[src/rtl/l2_stream_fill.sv]
// Line-fill engine for the L2 stream buffer. It issues tagged OpenCAPI reads, reorders the responses by tag and retires lines in request order.
// Optional macro L2_FILL_RSP_ERR_EN adds the i_rsp_err/o_err error path.
module l2_stream_fill #(
  parameter int l2_ncl       = 256,
  parameter int l2_ncl_width = $clog2(l2_ncl),
  parameter int ntag         = 8,
  parameter int tag_width    = $clog2(ntag),
  parameter int data_width   = 512,
  parameter int addr_width   = 64,
  parameter int line_bytes   = 128
) (
  input  logic                    clk,
  input  logic                    reset,
  input  logic [addr_width-1:0]   i_base,
  input  logic                    i_req_v,
  output logic                    i_req_r,
  output logic                    o_cmd_v,
  input  logic                    o_cmd_r,
  output logic [tag_width-1:0]    o_cmd_tag,
  output logic [addr_width-1:0]   o_cmd_addr,
  input  logic                    i_rsp_v,
  output logic                    i_rsp_r,
  input  logic [tag_width-1:0]    i_rsp_tag,
  input  logic [data_width-1:0]   i_rsp_data,
  output logic                    o_wr_v,
  input  logic                    o_wr_r,
  output logic [l2_ncl_width-1:0] o_wr_ptr,
  output logic [data_width-1:0]   o_wr_data,
  output logic                    o_rsp_v,
  input  logic                    o_rsp_r,
  input  logic                    i_rst_v,
  output logic                    i_rst_r,
`ifdef L2_FILL_RSP_ERR_EN
  input  logic                    i_rsp_err,
  output logic                    o_err,
`endif
  output logic                    o_idle
);

  localparam int cnt_w = $clog2(ntag + 1);

  logic [tag_width-1:0]    alloc_tag, head_tag;
  logic [l2_ncl_width-1:0] alloc_clid, wr_clid;
  logic [cnt_w-1:0]        outstanding, ncomp;
  logic [ntag-1:0]         vld, vld_nxt;
  logic [data_width-1:0]   line_buf [ntag];
  logic [data_width-1:0]   cap_data;

  logic full, issue, cap, retire, notify, frst;

  function automatic logic [l2_ncl_width-1:0] next_clid(input logic [l2_ncl_width-1:0] c);
    if (c == l2_ncl_width'(l2_ncl - 1)) return '0;
    return c + l2_ncl_width'(1);
  endfunction

  // full uses the registered count, so a retire never frees a slot in its own cycle
  assign full    = (outstanding == cnt_w'(ntag));
  assign o_idle  = (outstanding == '0) && (ncomp == '0);
  assign i_rst_r = i_rst_v & o_idle;
  assign frst    = i_rst_v & i_rst_r;

  assign o_cmd_v    = i_req_v & ~full & ~i_rst_v;
  assign i_req_r    = o_cmd_r & ~full & ~i_rst_v;
  assign issue      = i_req_v & i_req_r;
  assign o_cmd_tag  = alloc_tag;
  assign o_cmd_addr = i_base + addr_width'(alloc_clid) * addr_width'(line_bytes);

  assign i_rsp_r = 1'b1;
  assign cap     = i_rsp_v & ~vld[i_rsp_tag];

`ifdef L2_FILL_RSP_ERR_EN
  assign cap_data = i_rsp_err ? '0 : i_rsp_data;
`else
  assign cap_data = i_rsp_data;
`endif

  assign o_wr_v    = vld[head_tag];
  assign o_wr_data = line_buf[head_tag];
  assign o_wr_ptr  = wr_clid;
  assign retire    = o_wr_v & o_wr_r;

  assign o_rsp_v = (ncomp != '0);
  assign notify  = o_rsp_v & o_rsp_r;

  always_comb begin
    vld_nxt = vld;
    if (cap)    vld_nxt[i_rsp_tag] = 1'b1;
    if (retire) vld_nxt[head_tag]  = 1'b0;
    if (frst)   vld_nxt            = '0;
  end

  // Line storage is data only and carries no reset
  always_ff @(posedge clk) begin
    if (cap) line_buf[i_rsp_tag] <= cap_data;
  end

  always_ff @(posedge clk or negedge reset) begin
    if (!reset) begin
      alloc_tag   <= '0;
      head_tag    <= '0;
      alloc_clid  <= '0;
      wr_clid     <= '0;
      outstanding <= '0;
      ncomp       <= '0;
      vld         <= '0;
    end else begin
      vld <= vld_nxt;

      if (frst) begin
        alloc_tag  <= '0;
        alloc_clid <= '0;
      end else if (issue) begin
        alloc_tag  <= alloc_tag + tag_width'(1);
        alloc_clid <= next_clid(alloc_clid);
      end

      if (frst) begin
        head_tag <= '0;
        wr_clid  <= '0;
      end else if (retire) begin
        head_tag <= head_tag + tag_width'(1);
        wr_clid  <= next_clid(wr_clid);
      end

      case ({issue, retire})
        2'b10:   outstanding <= outstanding + cnt_w'(1);
        2'b01:   outstanding <= outstanding - cnt_w'(1);
        default: outstanding <= outstanding;
      endcase

      case ({retire, notify})
        2'b10:   ncomp <= ncomp + cnt_w'(1);
        2'b01:   ncomp <= ncomp - cnt_w'(1);
        default: ncomp <= ncomp;
      endcase
    end
  end

`ifdef L2_FILL_RSP_ERR_EN
  always_ff @(posedge clk or negedge reset) begin
    if (!reset)                      o_err <= 1'b0;
    else if (frst)                   o_err <= 1'b0;
    else if (i_rsp_v && i_rsp_err)   o_err <= 1'b1;
  end
`endif

endmodule

[config.mk]
export PLATFORM = sky130hd
export DESIGN_NAME = l2_stream_fill
export DESIGN_NICKNAME = d
export VERILOG_FILES = /design/src/rtl/l2_stream_fill.sv
export SDC_FILE = /design/constraint.sdc
export NUM_CORES = 2
export LEC_CHECK = 0
export CORE_MARGIN = 2
export CORE_UTILIZATION = 41
export DETAILED_ROUTE_END_ITERATION = 10
export PLACE_DENSITY = 0.63
export SLEW_MARGIN = 5
export SYNTH_ARGS = -nofsm -noshare
export SYNTH_HDL_FRONTEND = slang
export SYNTH_SLANG_ARGS = --single-unit
[constraint.sdc]
create_clock -name clk -period 115.6 [get_ports clk]
set_input_delay 28.9 -clock clk [delete_from_list [all_inputs] [get_ports clk]]
set_output_delay 28.9 -clock clk [all_outputs]
set_load 0.02 [all_outputs]
Fig. 1: the clock network
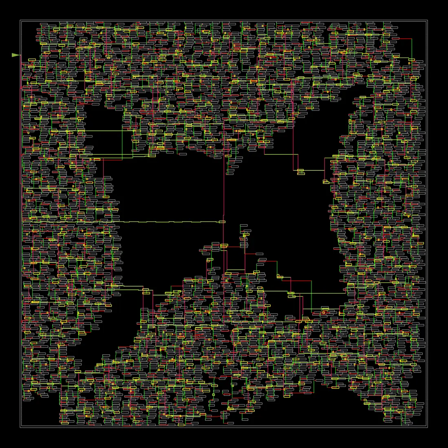
clock buf count: 517
Power Clock: 0.00131 W
clock skew: 63.40 ps
Seq cells: 4134
Latency at later pin: 940 ps

Fig. 2: register map, names as in the netlist
Other sequential cells in the stronger grey, the rest of the logic in the fainter grey.
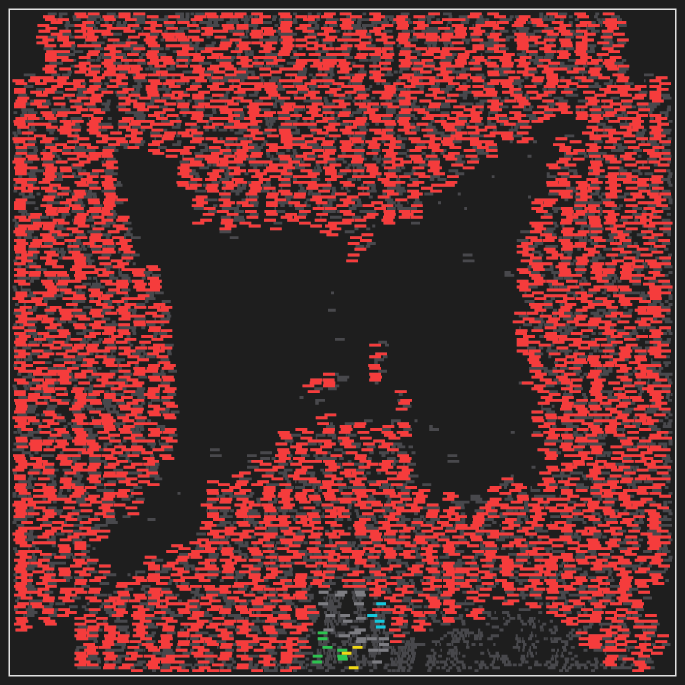
netlist name	colour	sequential cells
o_cmd_tag	yellow	3
ncomp	cyan	4
o_wr_ptr	green	8
line_buf	red	4096
not coloured	23

Fig. 3: cell classes on the final placement
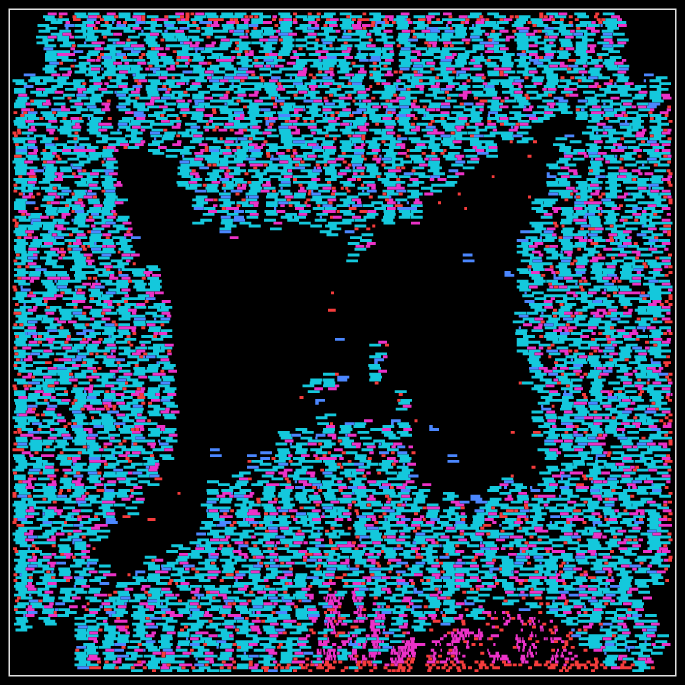
class	colour	cells	share of their area
clock drivers and dummy loads	blue	760	7.4%
remaining buffers and delay cells	red	1288	7.1%
sequential cells	cyan	4134	68%
remaining logic cells	magenta	1937	17%

Fig. 4: routed clock nets over the placement
Bar = 200 microns.
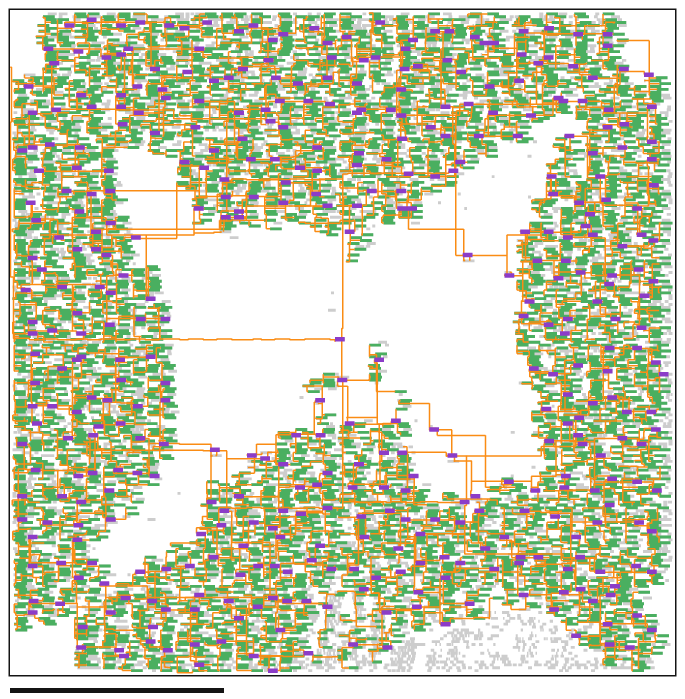
[clock wires] orange | length: 46.4 mm
[flip-flops] green | count: 4134
[clock-net drivers] purple | count: 422
flops lie	widely spread
routed clock nets	423

==> flow_summary.ini <==
; yosys + openroad results
[status]
outcome = finished clean

[die]
coreArea_sq_um = 381400
die_x_microns = 622.4

[cts]
cts_root_buffer = clkbuf_16
clockBufferDepth = 4
h-tree-depth = 5
cts_buffers = 422

[logic_synthesis]
yosysWarningCount = 0
ys_sh_adder_pct = 0.1564
simple_gate_area_share_pct = 0.7414
top_area_share_pct = 78.45
syn_inst = 6374

[worst_setup_path]
crit_chain = clkdlybuf4s50_1 > ha_1 > fa_1 > a211o_1 > a211o_1 > nand4_4 > nor2_1 > xnor2_1 > clkdlybuf4s50_1
r2r-start = vld[0]
path_max_fanout = 10
reg2reg_to = line_buf[0][197]
path_delay_family = buffers and inverters
critical_path.max_stage_delay_ps = 710
crit_buf_inv = 2
arrival_ps = 32280

[sta]
timing.slew.headroom_pct = 25.29
finalHoldWorstSlack_ps = 481.0

[grt]
use_met2_pct = 31.82
use_met3_pct = 4.454
top_usage_layer = met2

[cells_and_area]
fillCellCount = 30233
antennaDiodeCount = 55
logic_gate_count = 1924
final_nets = 8389
sh_seq_area_pct = 65.88
flop_area_sq_um = 124000

[placed_design]
io_buffers = 1165
pre_cts_ws_ps = 54510

[power]
cellPowerDensity_nw_per_um2 = 23.93
clockPowerShare_pct = 29.2
p_seq_w = 0.00173

[drt]
met2_length_microns = 189300
drt_iter0_drc = 5520
topRoutingLayerUsed = met5
antenna_left = 0

[worst_hold_path]
whs_endpoint = ncomp[3]
Power and IR drop assume default switching activity.
